<file path="src/rtl/oldland_dmem_access.sv">
// -----------------------------------------------------------------------------
// oldland_dmem_access
//   Data-memory access stage. Accepts a single load or store from the
//   execute stage, checks alignment, drives one bus transaction and either
//   writes the loaded value back to the register file or raises a data abort.
//   Non-memory results are passed straight through to writeback with one
//   cycle of latency.
//
// Handshake: a request (mem_load/mem_store/wr_result) is a one-cycle strobe
//   sampled only while idle. d_access is asserted and held, with the address,
//   lane enables and write data frozen, until the bus answers with d_ack or
//   d_error (d_error wins if both are high) or the timeout expires. busy is
//   high exactly while d_access is held; upstream must not issue requests
//   while busy is high.
//
// Ports:
//   clk, rst                  clock, asynchronous active-low reset
//   mem_load, mem_store       one-cycle load/store strobes (both = store)
//   mem_width                 00 byte, 01 half, 10 word, 11 reserved
//   mar, mdr                  byte address, right-justified store data
//   rd_sel                    destination register for loads / wr_result
//   wr_result, wr_val         non-memory writeback request and value
//   d_addr .. d_access        bus request side (registered)
//   d_ack, d_error, d_data    bus response side
//   busy                      transaction outstanding
//   wb_en, wb_sel, wb_val     register writeback strobe and payload
//   data_abort, abort_addr    one-cycle abort pulse and faulting address
// -----------------------------------------------------------------------------
module oldland_dmem_access #(
   parameter int TIMEOUT_CYCLES = 255
) (
   input  logic        clk,
   input  logic        rst,
   input  logic        mem_load,
   input  logic        mem_store,
   input  logic [1:0]  mem_width,
   input  logic [31:0] mar,
   input  logic [31:0] mdr,
   input  logic [3:0]  rd_sel,
   input  logic        wr_result,
   input  logic [31:0] wr_val,
   output logic [29:0] d_addr,
   output logic [3:0]  d_bytesel,
   output logic        d_wr_en,
   output logic [31:0] d_wr_val,
   output logic        d_access,
   input  logic        d_ack,
   input  logic        d_error,
   input  logic [31:0] d_data,
   output logic        busy,
   output logic        wb_en,
   output logic [3:0]  wb_sel,
   output logic [31:0] wb_val,
   output logic        data_abort,
   output logic [31:0] abort_addr
);

   typedef enum logic {
      IDLE   = 1'b0,
      ACCESS = 1'b1
   } state_t;

   // The counter stops at TMO_LAST, so it never wraps.
   localparam logic [7:0] TMO_LAST = 8'(TIMEOUT_CYCLES - 1);

   state_t      state_q, state_d;

   logic [29:0] d_addr_q, d_addr_d;
   logic [3:0]  d_bytesel_q, d_bytesel_d;
   logic        d_wr_en_q, d_wr_en_d;
   logic [31:0] d_wr_val_q, d_wr_val_d;
   logic        d_access_q, d_access_d;
   logic        busy_q, busy_d;
   logic        wb_en_q, wb_en_d;
   logic [3:0]  wb_sel_q, wb_sel_d;
   logic [31:0] wb_val_q, wb_val_d;
   logic        data_abort_q, data_abort_d;
   logic [31:0] abort_addr_q, abort_addr_d;
   logic [7:0]  tmo_cnt_q, tmo_cnt_d;

   // Transaction context kept for the load-data lane select.
   logic [1:0]  width_q, width_d;
   logic [1:0]  lo_q, lo_d;
   logic        is_load_q, is_load_d;
   logic [3:0]  rd_sel_q, rd_sel_d;

   logic        req;
   logic        legal;
   logic [3:0]  bytesel_calc;
   logic [31:0] wr_val_calc;
   logic [31:0] load_val;

   assign req = mem_load | mem_store;

   // Request decode: alignment check, lane enables and replicated store data.
   always_comb begin
      legal        = 1'b1;
      bytesel_calc = 4'b0000;
      wr_val_calc  = mdr;
      case (mem_width)
         2'b00: begin
            bytesel_calc = 4'b0001 << mar[1:0];
            wr_val_calc  = {4{mdr[7:0]}};
         end
         2'b01: begin
            legal        = ~mar[0];
            bytesel_calc = mar[1] ? 4'b1100 : 4'b0011;
            wr_val_calc  = {2{mdr[15:0]}};
         end
         2'b10: begin
            legal        = (mar[1:0] == 2'b00);
            bytesel_calc = 4'b1111;
            wr_val_calc  = mdr;
         end
         default: begin
            legal = 1'b0;
         end
      endcase
   end

   // Pick the addressed lane from the read data and zero-extend it.
   always_comb begin
      load_val = d_data;
      case (width_q)
         2'b00: begin
            case (lo_q)
               2'b00:   load_val = {24'd0, d_data[7:0]};
               2'b01:   load_val = {24'd0, d_data[15:8]};
               2'b10:   load_val = {24'd0, d_data[23:16]};
               default: load_val = {24'd0, d_data[31:24]};
            endcase
         end
         2'b01:   load_val = lo_q[1] ? {16'd0, d_data[31:16]} : {16'd0, d_data[15:0]};
         default: load_val = d_data;
      endcase
   end

   // Next-state and next-output logic. Everything holds by default except
   // the two pulse outputs, which default low.
   always_comb begin
      state_d      = state_q;
      d_addr_d     = d_addr_q;
      d_bytesel_d  = d_bytesel_q;
      d_wr_en_d    = d_wr_en_q;
      d_wr_val_d   = d_wr_val_q;
      d_access_d   = d_access_q;
      busy_d       = busy_q;
      wb_en_d      = 1'b0;
      wb_sel_d     = wb_sel_q;
      wb_val_d     = wb_val_q;
      data_abort_d = 1'b0;
      abort_addr_d = abort_addr_q;
      tmo_cnt_d    = tmo_cnt_q;
      width_d      = width_q;
      lo_d         = lo_q;
      is_load_d    = is_load_q;
      rd_sel_d     = rd_sel_q;

      case (state_q)
         IDLE: begin
            if (req) begin
               if (legal) begin
                  state_d     = ACCESS;
                  d_addr_d    = mar[31:2];
                  d_bytesel_d = bytesel_calc;
                  d_wr_en_d   = mem_store;
                  d_wr_val_d  = wr_val_calc;
                  d_access_d  = 1'b1;
                  busy_d      = 1'b1;
                  tmo_cnt_d   = 8'd0;
                  width_d     = mem_width;
                  lo_d        = mar[1:0];
                  is_load_d   = ~mem_store;
                  rd_sel_d    = rd_sel;
               end else begin
                  data_abort_d = 1'b1;
                  abort_addr_d = mar;
               end
            end else if (wr_result) begin
               wb_en_d  = 1'b1;
               wb_sel_d = rd_sel;
               wb_val_d = wr_val;
            end
         end

         ACCESS: begin
            if (d_error || (!d_ack && tmo_cnt_q == TMO_LAST)) begin
               state_d      = IDLE;
               d_access_d   = 1'b0;
               d_wr_en_d    = 1'b0;
               busy_d       = 1'b0;
               data_abort_d = 1'b1;
               abort_addr_d = {d_addr_q, lo_q};
            end else if (d_ack) begin
               state_d    = IDLE;
               d_access_d = 1'b0;
               d_wr_en_d  = 1'b0;
               busy_d     = 1'b0;
               if (is_load_q) begin
                  wb_en_d  = 1'b1;
                  wb_sel_d = rd_sel_q;
                  wb_val_d = load_val;
               end
            end else begin
               tmo_cnt_d = tmo_cnt_q + 8'd1;
            end
         end

         default: state_d = IDLE;
      endcase
   end

   always_ff @(posedge clk or negedge rst) begin
      if (!rst) begin
         state_q      <= IDLE;
         d_addr_q     <= 30'd0;
         d_bytesel_q  <= 4'd0;
         d_wr_en_q    <= 1'b0;
         d_wr_val_q   <= 32'd0;
         d_access_q   <= 1'b0;
         busy_q       <= 1'b0;
         wb_en_q      <= 1'b0;
         wb_sel_q     <= 4'd0;
         wb_val_q     <= 32'd0;
         data_abort_q <= 1'b0;
         abort_addr_q <= 32'd0;
         tmo_cnt_q    <= 8'd0;
         width_q      <= 2'd0;
         lo_q         <= 2'd0;
         is_load_q    <= 1'b0;
         rd_sel_q     <= 4'd0;
      end else begin
         state_q      <= state_d;
         d_addr_q     <= d_addr_d;
         d_bytesel_q  <= d_bytesel_d;
         d_wr_en_q    <= d_wr_en_d;
         d_wr_val_q   <= d_wr_val_d;
         d_access_q   <= d_access_d;
         busy_q       <= busy_d;
         wb_en_q      <= wb_en_d;
         wb_sel_q     <= wb_sel_d;
         wb_val_q     <= wb_val_d;
         data_abort_q <= data_abort_d;
         abort_addr_q <= abort_addr_d;
         tmo_cnt_q    <= tmo_cnt_d;
         width_q      <= width_d;
         lo_q         <= lo_d;
         is_load_q    <= is_load_d;
         rd_sel_q     <= rd_sel_d;
      end
   end

   assign d_addr     = d_addr_q;
   assign d_bytesel  = d_bytesel_q;
   assign d_wr_en    = d_wr_en_q;
   assign d_wr_val   = d_wr_val_q;
   assign d_access   = d_access_q;
   assign busy       = busy_q;
   assign wb_en      = wb_en_q;
   assign wb_sel     = wb_sel_q;
   assign wb_val     = wb_val_q;
   assign data_abort = data_abort_q;
   assign abort_addr = abort_addr_q;

endmodule

</file>
<file path="config.mk">
export PLATFORM = sky130hd
export DESIGN_NAME = oldland_dmem_access
export DESIGN_NICKNAME = d
export VERILOG_FILES = /design/src/rtl/oldland_dmem_access.sv
export SDC_FILE = /design/constraint.sdc
export NUM_CORES = 1
export LEC_CHECK = 0
export ABC_CLOCK_PERIOD_IN_PS = 1900
export CAP_MARGIN = 20
export CELL_PAD_IN_SITES_DETAIL_PLACEMENT = 1
export CELL_PAD_IN_SITES_GLOBAL_PLACEMENT = 1
export CORE_MARGIN = 5
export CORE_UTILIZATION = 30
export DETAILED_ROUTE_END_ITERATION = 16
export PLACE_DENSITY_LB_ADDON = 0.1
export SLEW_MARGIN = 25
export SYNTH_ARGS = -nofsm -noshare
export SYNTH_HDL_FRONTEND = slang
export SYNTH_SLANG_ARGS = --single-unit
export TNS_END_PERCENT = 30
</file>
<file path="constraint.sdc">
create_clock -name clk -period 1.9 [get_ports clk]
set_input_delay 0.38 -clock clk [delete_from_list [all_inputs] [get_ports clk]]
set_output_delay 0.38 -clock clk [all_outputs]
set_load 0.01 [all_outputs]
</file>
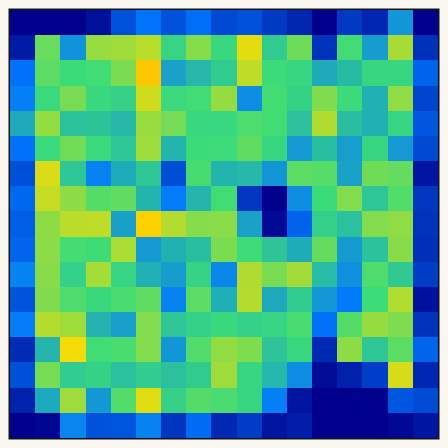
**Above:** run 1 (local utilization).
17 x 17 tiles, from dark blue (low) to red (high), 0 to 100% covered.
The mean over all tiles is 39%. 0.70% of the tiles are over 75% full. The fullest tile reaches 78%. The emptiest ninth of the die: lower right.
Core Util at FP: 30.4%
fin util: 46.8%
Core Footprint: 24200 um^2

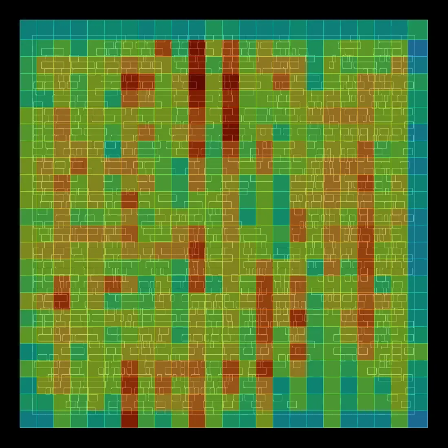
**Above:** run 1 (routing congestion map).
gr busiest metal: met2
met3 Use GR: 6.19%

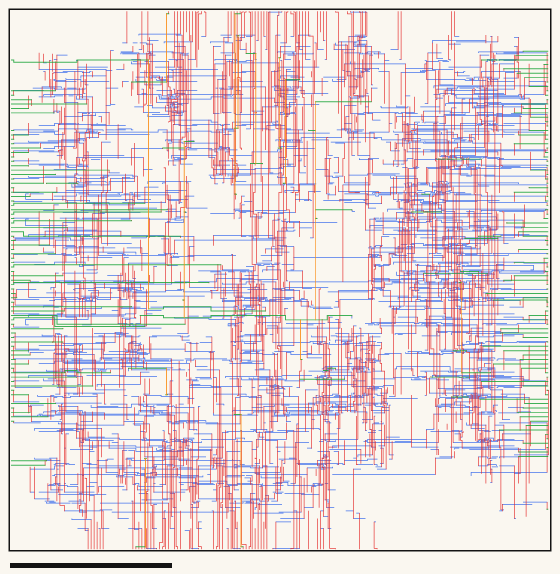
**Above:** run 1 (metal layers overlaid).
The bar under the picture is 50 um long.
M4: shown in orange, wire length 514 um. M1: shown in blue, wire length 11700 um. M3: shown in green, wire length 1860 um. M2: shown in red, wire length 12700 um.
GRT Total Usage: 19.2%
drt total wl: 26800 um
WL/cell: 20.8 um
via count: 6464

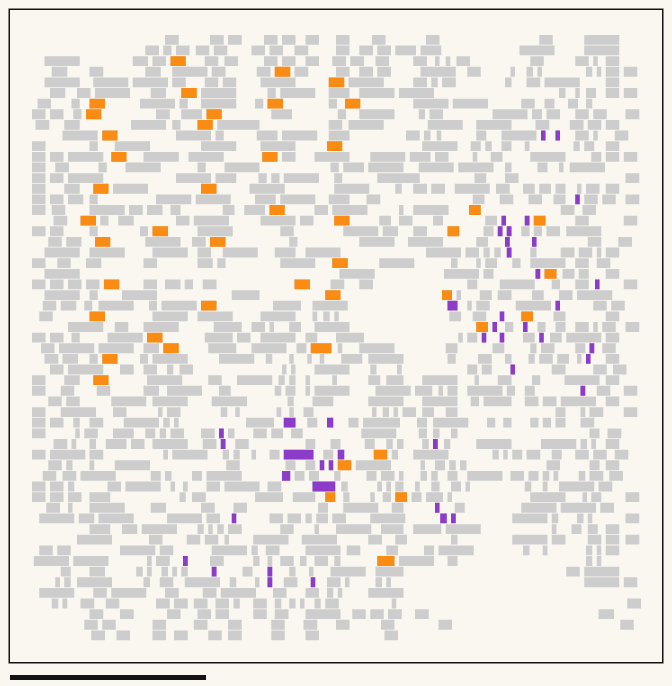
**Above:** run 1 (logic cells by family).
The bar under the picture is 50 um long.
non-inverting ao/oa cells: shown in orange, cells 45. nor cells: shown in purple, cells 44.
most numerous logic cell after layout: clkdlybuf4s50_1
Non-Filler Instances: 1283
logic share of the area: 28.1%

==> impl_metrics.csv, run 1 <==
group,metric,value,unit
placement,dpl_cell_area,10800,um^2
detailed_routing,drtAntennaViolNets,0,
placement,dpl.cell_count,1250,
placement,gp_congestion,0.806,
layout,drive_gt1_share,13.6,%
final_timing,fmax,558,MHz
power_and_ir_drop,powerDensity,1130,nW/um^2
synth,syn_inst,657,
setup_path,cp.required,2.20,ns
final_timing,setup_tns,0,ns
placement,post-place-ws,-0.243,ns
final_timing,hold_violations,0,
final_timing,fin_skew,0.0123,ns
detailed_routing,viasPerCell,5.04,
layout,design_area,11400,um^2
synth,async_flop_share,100,%
setup_path,r2r-end,"abort_addr[9]",
global_routing,grt_max_degree,72,
layout,final_nets,1089,
setup_path,worst_path_dominant_cell_family,"AND-OR/OR-AND gates",
cts,cts_tree,"built",
min_path,worstHoldPathType,"input port to asynchronous set/reset pin",
placement,io_buffers,279,
global_routing,grt_pass1_wl,42800,um
setup_path,crit_path_max_fanout,16,
floorplan,io_pins,280,
synth,topCombFamilyByArea,"AND-OR/OR-AND gates",
setup_path,cp-start-kind,"flop",
synth,top_area_share,53.0,%
global_routing,grt_pass1_vias,7290,
final_timing,period_used_share,94.4,%
synth,compound_area_share,18.6,%
final_timing,maxSlewViolCount,0,
global_routing,overflow,0,
detailed_routing,post-route-drc-count,0,
synth,yosysMostFrequentCell,"dfrtp_1",
flow_run,max_cap_viol_count,0,
synth,ys_cells,657,
final_timing,finalCriticalPeriod,1.79,ns
setup_path,critical_path.slowest_cell,"dfrtp_1",
synth,topCellsByArea,"dfrtp_1 53%, mux2i_1 5.0%, o221a_1 4.6%, mux2_4 4.1%, nand2_1 3.8%",
run_status,outcome,"complete, no violations",
final_timing,final-setup-viol-count,0,
setup_path,r2r_setup_slack,0.11,ns
synth,ys_sh_xor,0.119,%
final_timing,worst_slew_pin_slew,0.620,ns
setup_path,critPathKind,"flop to flop",
synth,ys_sh_simple,11.3,%
synth,ys_sh_adder,0.340,%
synth,postSynthSeqShare,53.0,%
final_timing,worst_slack,0.107,ns
synth,synth_nets,800,
cts,cts_buffer_depth,2,
power_and_ir_drop,power.total,12.9,mW
final_timing,holdWs,0.423,ns
synth,ys_ff,156,
cts,clkLatencyLatePin,0.42,ns
power_and_ir_drop,leakage,4.71,nW
detailed_routing,drt_iter0_markers,358,
synth,syn_area_per_cell,11.2,um^2
setup_path,end_kind,"flop",
global_routing,antenna_found_initial,1,
cts,cts_sinks,156,
synth,yosys-top-cells-count,"156 x dfrtp_1, 75 x nand2_1, 53 x o21ai_0",
flow_run,tool_warnings,27,
floorplan,dieArea,27800,um^2
setup_path,arrival,2.09,ns
synth,yosys-stat-area,7370,um^2
synth,edf_count,0,
final_timing,slew_headroom,58.5,%
setup_path,rr_worst_depth,7,
cts,cts_buffers,17,
floorplan,die_h,167,um
layout,lay_top_cells,"278 x clkdlybuf4s50_1, 155 x dfrtp_1, 75 x nand2_1",
cts,cts_setup_buffers,0,
cts,clk_pin_slew,0.07,ns
setup_path,r2r_start,"tmo_cnt_q[0]",
synth,largest_area_cell,"dfrtp_1",
setup_path,slowest_delay,0.35,ns
synth,ys_types,59,
synth,synthFlopType,"dfrtp_1",
detailed_routing,firstDrtPassIters,4,
setup_path,crit_buf_inv,2,
placement,detailed_place_hpwl,19900,um
power_and_ir_drop,worst_ir_drop_vdd,0.000538,V
floorplan,rows,57,
setup_path,crit_chain,"inv_1 > ha_1 > and2_1 > a41o_1 > a21o_4 > buf_12 > o221a_1",
synth,netlist_area,7370,um^2
synth,mux_share,12.8,%
floorplan,die_w,167,um
layout,syn_to_final_growth,54.0,%
final_timing,rsz0062_at_grt,"false",
synth,yosysWarnings,0,
cts,cts_root_buf,"clkbuf_16",
cts,ctsHtreeMaxLevel,4,
run 1: power by group:
| part | switching [mW] | internal [mW] | leakage [nW] |
|---|---|---|---|
| registers | 0.672 | 4.21 | 1.88 |
| clock network | 1.43 | 1.94 | 0.267 |
| logic | 1.95 | 2.65 | 2.57 |
run 1: registers in the layout (all words and copies together) (netlist names), 4 cells and up:
name	count
abort_addr	32
d_addr	30
d_bytesel	4
d_wr_val	32
rd_sel_q	4
tmo_cnt_q	8
wb_sel	4
wb_val	32
run 1: routing by layer:
metal | part of all wire [%] | up-vias | routed length, um | track usage (%)
met5 | 0 | - | 0 | 0
met4 | 1.9 | 0 | 514 | 5.44
met3 | 6.9 | 34 | 1860 | 6.19
met2 | 47 | 235 | 12700 | 31.5
met1 | 44 | 3218 | 11700 | 24.3
li1 | - | 2977 | - | -
run 1: final cells by class:
type | count | area, um^2
multi-input combinational | 442 | 3190
tap | 324 | 405
fill | 2612 | 12900
inverter | 9 | 33.8
timing repair buffer | 320 | 3240
antenna | 1 | 2.50
clock inverter | 12 | 139
clock buffer | 19 | 433
sequential | 156 | 3910
run 1: worst max path at each step:
stage                     end  cells after the start  slack (ns)         start
3_5_place_dp    abort_addr[6]                      6       -0.24  mem_width[0]
3_3_place_gp   abort_addr[31]                      6       -0.20        mar[0]
5_1_grt        abort_addr[31]                      7        0.04  tmo_cnt_q[0]
2_1_floorplan  abort_addr[10]                      7        0.12  tmo_cnt_q[0]
6_report        abort_addr[9]                      7        0.11  tmo_cnt_q[0]
4_1_cts         abort_addr[5]                      6       0.007  tmo_cnt_q[1]
run 1: timing repair:
action,in CTS,in global routing
endpoints found under the setup margin,0,33
hold buffers,1,0
hold endpoints to repair,30,0
resized,0,2
==> run 1 -> run 2 <==
--- a/config.mk
+++ b/config.mk
@@ -5,7 +5,6 @@
 export SDC_FILE = /design/constraint.sdc
 export NUM_CORES = 1
 export LEC_CHECK = 0
-export ABC_CLOCK_PERIOD_IN_PS = 1900
 export CAP_MARGIN = 20
 export CELL_PAD_IN_SITES_DETAIL_PLACEMENT = 1
 export CELL_PAD_IN_SITES_GLOBAL_PLACEMENT = 1
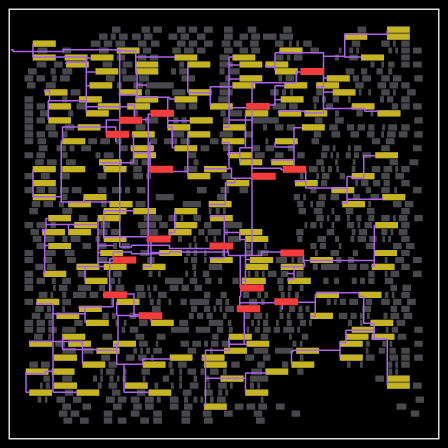
**Above:** run 2 (clock distribution).
clock-net drivers: shown in red, count 17. clock wires: shown in purple, length 2170 um. flip-flops: shown in yellow, count 156.
There are 18 routed clock nets. Position of the flops: widely spread.
clock network power: 3.37 mW
Late-Pin Clk Latency: 0.42 ns
Clk pwr share: 26.2%
Clock Skew: 0.0123 ns

==> run 2 against run 1 <==
  * Fmax unchanged
  * Setup slack did not move
  * Utilization did not move
  * Global-route usage did not move
  * Non-clock buffer count stayed put
  * Count of clock-buffer cells in the layout is the same
  * Largest power group unchanged
  * First-iteration DRC count unchanged
  * Critical path depth is the same
  * Power did not move
  * Sequential cell count stayed put
  * Clock power barely moved
  * Synthesized cell count stayed put
==> impl_metrics.csv, run 2 <==
group,metric,value,unit
power_and_ir_drop,worst_ir_drop_vdd,0.000538,V
floorplan,io_pins,280,
detailed_routing,vias,6464,
layout,flop_area,3910,um^2
floorplan,core-area,24200,um^2
layout,syn_to_final_growth,54.0,%
layout,lay_top_count,"clkdlybuf4s50_1",
setup_path,worst_path_dominant_cell_family,"AND-OR/OR-AND gates",
global_routing,grt_pass1_vias,7290,
setup_path,rr_worst_depth,7,
final_timing,worst_slew_pin_slew,0.620,ns
setup_path,critical_path.slowest_cell,"dfrtp_1",
layout,nNonClkInverters,9,
floorplan,rows,57,
final_timing,hold_violations,0,
final_timing,final-setup-viol-count,0,
layout,fin_util,46.8,%
final_timing,rsz0062_at_grt,"false",
synth,topCellsByArea,"dfrtp_1 53%, mux2i_1 5.0%, o221a_1 4.6%, mux2_4 4.1%, nand2_1 3.8%",
cts,cts_root_buf,"clkbuf_16",
final_timing,slew_headroom,58.5,%
global_routing,grt_usage,19.2,%
cts,cts_resized,0,
global_routing,grt_max_degree,72,
synth,synth_nets,800,
cts,cts_buffer_depth,2,
synth,synthFlopType,"dfrtp_1",
final_timing,fmax,558,MHz
detailed_routing,wl_per_cell,20.8,um
layout,logic_gates,442,
synth,syn_inst,657,
cts,cts_tree,"built",
flow_run,max_cap_viol_count,0,
setup_path,crit_chain,"inv_1 > ha_1 > and2_1 > a41o_1 > a21o_4 > buf_12 > o221a_1",
synth,top_area_share,53.0,%
synth,yosysMostFrequentCell,"dfrtp_1",
setup_path,r2r_start,"tmo_cnt_q[0]",
final_timing,maxSlewViolCount,0,
placement,detailed_place_hpwl,19900,um
layout,clockBufferCount,19,
setup_path,crit_buf_inv,2,
synth,postSynthSeqShare,53.0,%
synth,yosys-stat-area,7370,um^2
synth,yosys-top-cells-count,"156 x dfrtp_1, 75 x nand2_1, 53 x o21ai_0",
floorplan,die_w,167,um
synth,ys_cells,657,
setup_path,critPathKind,"flop to flop",
layout,final_nets,1089,
global_routing,antenna_found_initial,1,
cts,hold_buffers,1,
layout,drive_gt1_share,13.6,%
power_and_ir_drop,leakage,4.71,nW
cts,cts_buffers,17,
detailed_routing,viasPerCell,5.04,
detailed_routing,drt_iter0_markers,358,
synth,yosysWarnings,0,
synth,ys_ff,156,
global_routing,grt_pass1_wl,42800,um
layout,comb_area_share,28.1,%
setup_path,r2r-end,"abort_addr[9]",
detailed_routing,drtAntennaViolNets,0,
layout,clkCellAreaFrac,5.04,%
power_and_ir_drop,power.total,12.9,mW
floorplan,die_h,167,um
final_timing,period_used_share,94.4,%
min_path,worstHoldPathType,"input port to asynchronous set/reset pin",
layout,nonClkBufAreaFrac,28.6,%
placement,gp_congestion,0.806,
cts,clk_pin_slew,0.07,ns
detailed_routing,firstDrtPassIters,4,
floorplan,taps,324,
setup_path,end_kind,"flop",
layout,logic_area,3190,um^2
synth,syn_area_per_cell,11.2,um^2
floorplan,initial_utilization,30.4,%
setup_path,r2r_setup_slack,0.11,ns
detailed_routing,post-route-drc-count,0,
power_and_ir_drop,powerDensity,1130,nW/um^2
setup_path,cp-start-kind,"flop",
global_routing,overflow,0,
synth,async_flop_share,100,%
synth,edf_count,0,
layout,largest_class,"sequential cells",
floorplan,dieArea,27800,um^2
synth,netlist_area,7370,um^2
cts,ctsHtreeMaxLevel,4,
setup_path,arrival,2.09,ns
layout,lay_top_cells,"278 x clkdlybuf4s50_1, 155 x dfrtp_1, 75 x nand2_1",
placement,io_buffers,279,
run_status,outcome,"complete, no violations",
synth,ys_types,59,
layout,sh_seq_area,34.4,%
layout,fill_cells,2612,
detailed_routing,finalWirelength,26800,um
layout,flop-count,156,
final_timing,finalCriticalPeriod,1.79,ns
setup_path,cp.required,2.20,ns
layout,buffers_excl_clock,320,
layout,antenna_cells,1,
flow_run,tool_warnings,27,
synth,largest_area_cell,"dfrtp_1",
final_timing,setup_tns,0,ns
setup_path,crit_path_max_fanout,16,
cts,cts_setup_buffers,0,
setup_path,slowest_delay,0.35,ns
cts,cts_sinks,156,
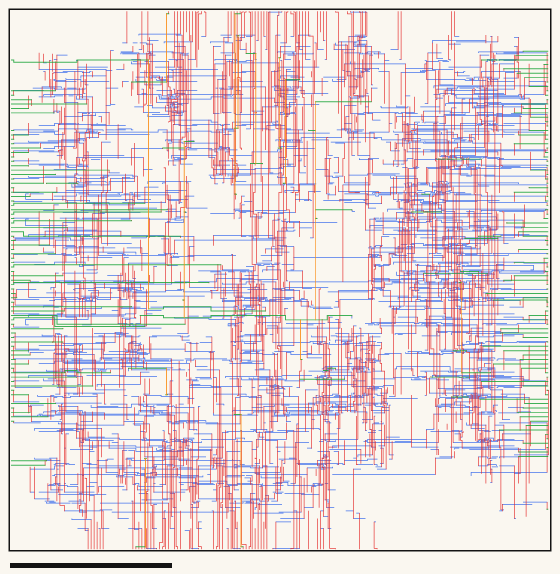
**Above:** run 2 (metal layers overlaid).
The bar under the picture is 50 um long.
M2: shown in red, wire length 12700 um. M1: shown in blue, wire length 11700 um. M4: shown in orange, wire length 514 um. M3: shown in green, wire length 1860 um.

-- run 2: cell counts after synthesis --
No cell type changed its count.
-- run 2: layer usage --
metal | vias to the layer above | track usage (%) | wire length (um)
met5 | - | 0 | 0
met4 | 0 | 5.44 | 514
met3 | 34 | 6.19 | 1860
met2 | 235 | 31.5 | 12700
met1 | 3218 | 24.3 | 11700
li1 | 2977 | - | -
-- run 2: kinds of logic after synthesis --
logic type	share of synthesized area, %
AOI/OAI and AO/OA	18.6
xor gates and xnor gates	0.119
adders and majority gates	0.339
buffers and inverters	3.92
DFF	53.0
muxes	12.8
and+or+nand+nor	11.3
-- run 2: where the power goes --
part / switching (mW) / internal [mW] / total (mW) / leakage, nW
logic: 1.95 / 2.65 / 4.60 / 2.57
registers: 0.672 / 4.21 / 4.89 / 1.88
clock network: 1.43 / 1.94 / 3.37 / 0.267
-- run 2: how the worst max path moves through the flow --
stage                      start             end  cells past startpoint
floorplan           tmo_cnt_q[0]  abort_addr[10]                      7
global placement          mar[0]  abort_addr[31]                      6
detailed placement  mem_width[0]   abort_addr[6]                      6
CTS                 tmo_cnt_q[1]   abort_addr[5]                      6
global route        tmo_cnt_q[0]  abort_addr[31]                      7
finish              tmo_cnt_q[0]   abort_addr[9]                      7
-- run 2: metrics by stage --
stage / hold WS (ns) / worst slack, ns / cell area [um^2] / std cells
2_1_floorplan: 0.0844 / 0.119 / 7370 / 657
3_3_place_gp: 0.289 / -0.196 / 10800 / 1250
3_5_place_dp: 0.294 / -0.243 / 10800 / 1250
4_1_cts: 0.411 / 0.00732 / 11300 / 1282
5_1_grt: 0.452 / 0.0412 / 11400 / 1283
6_report: 0.423 / 0.107 / 11400 / 1283
Power is estimated from default activity; no workload was simulated.
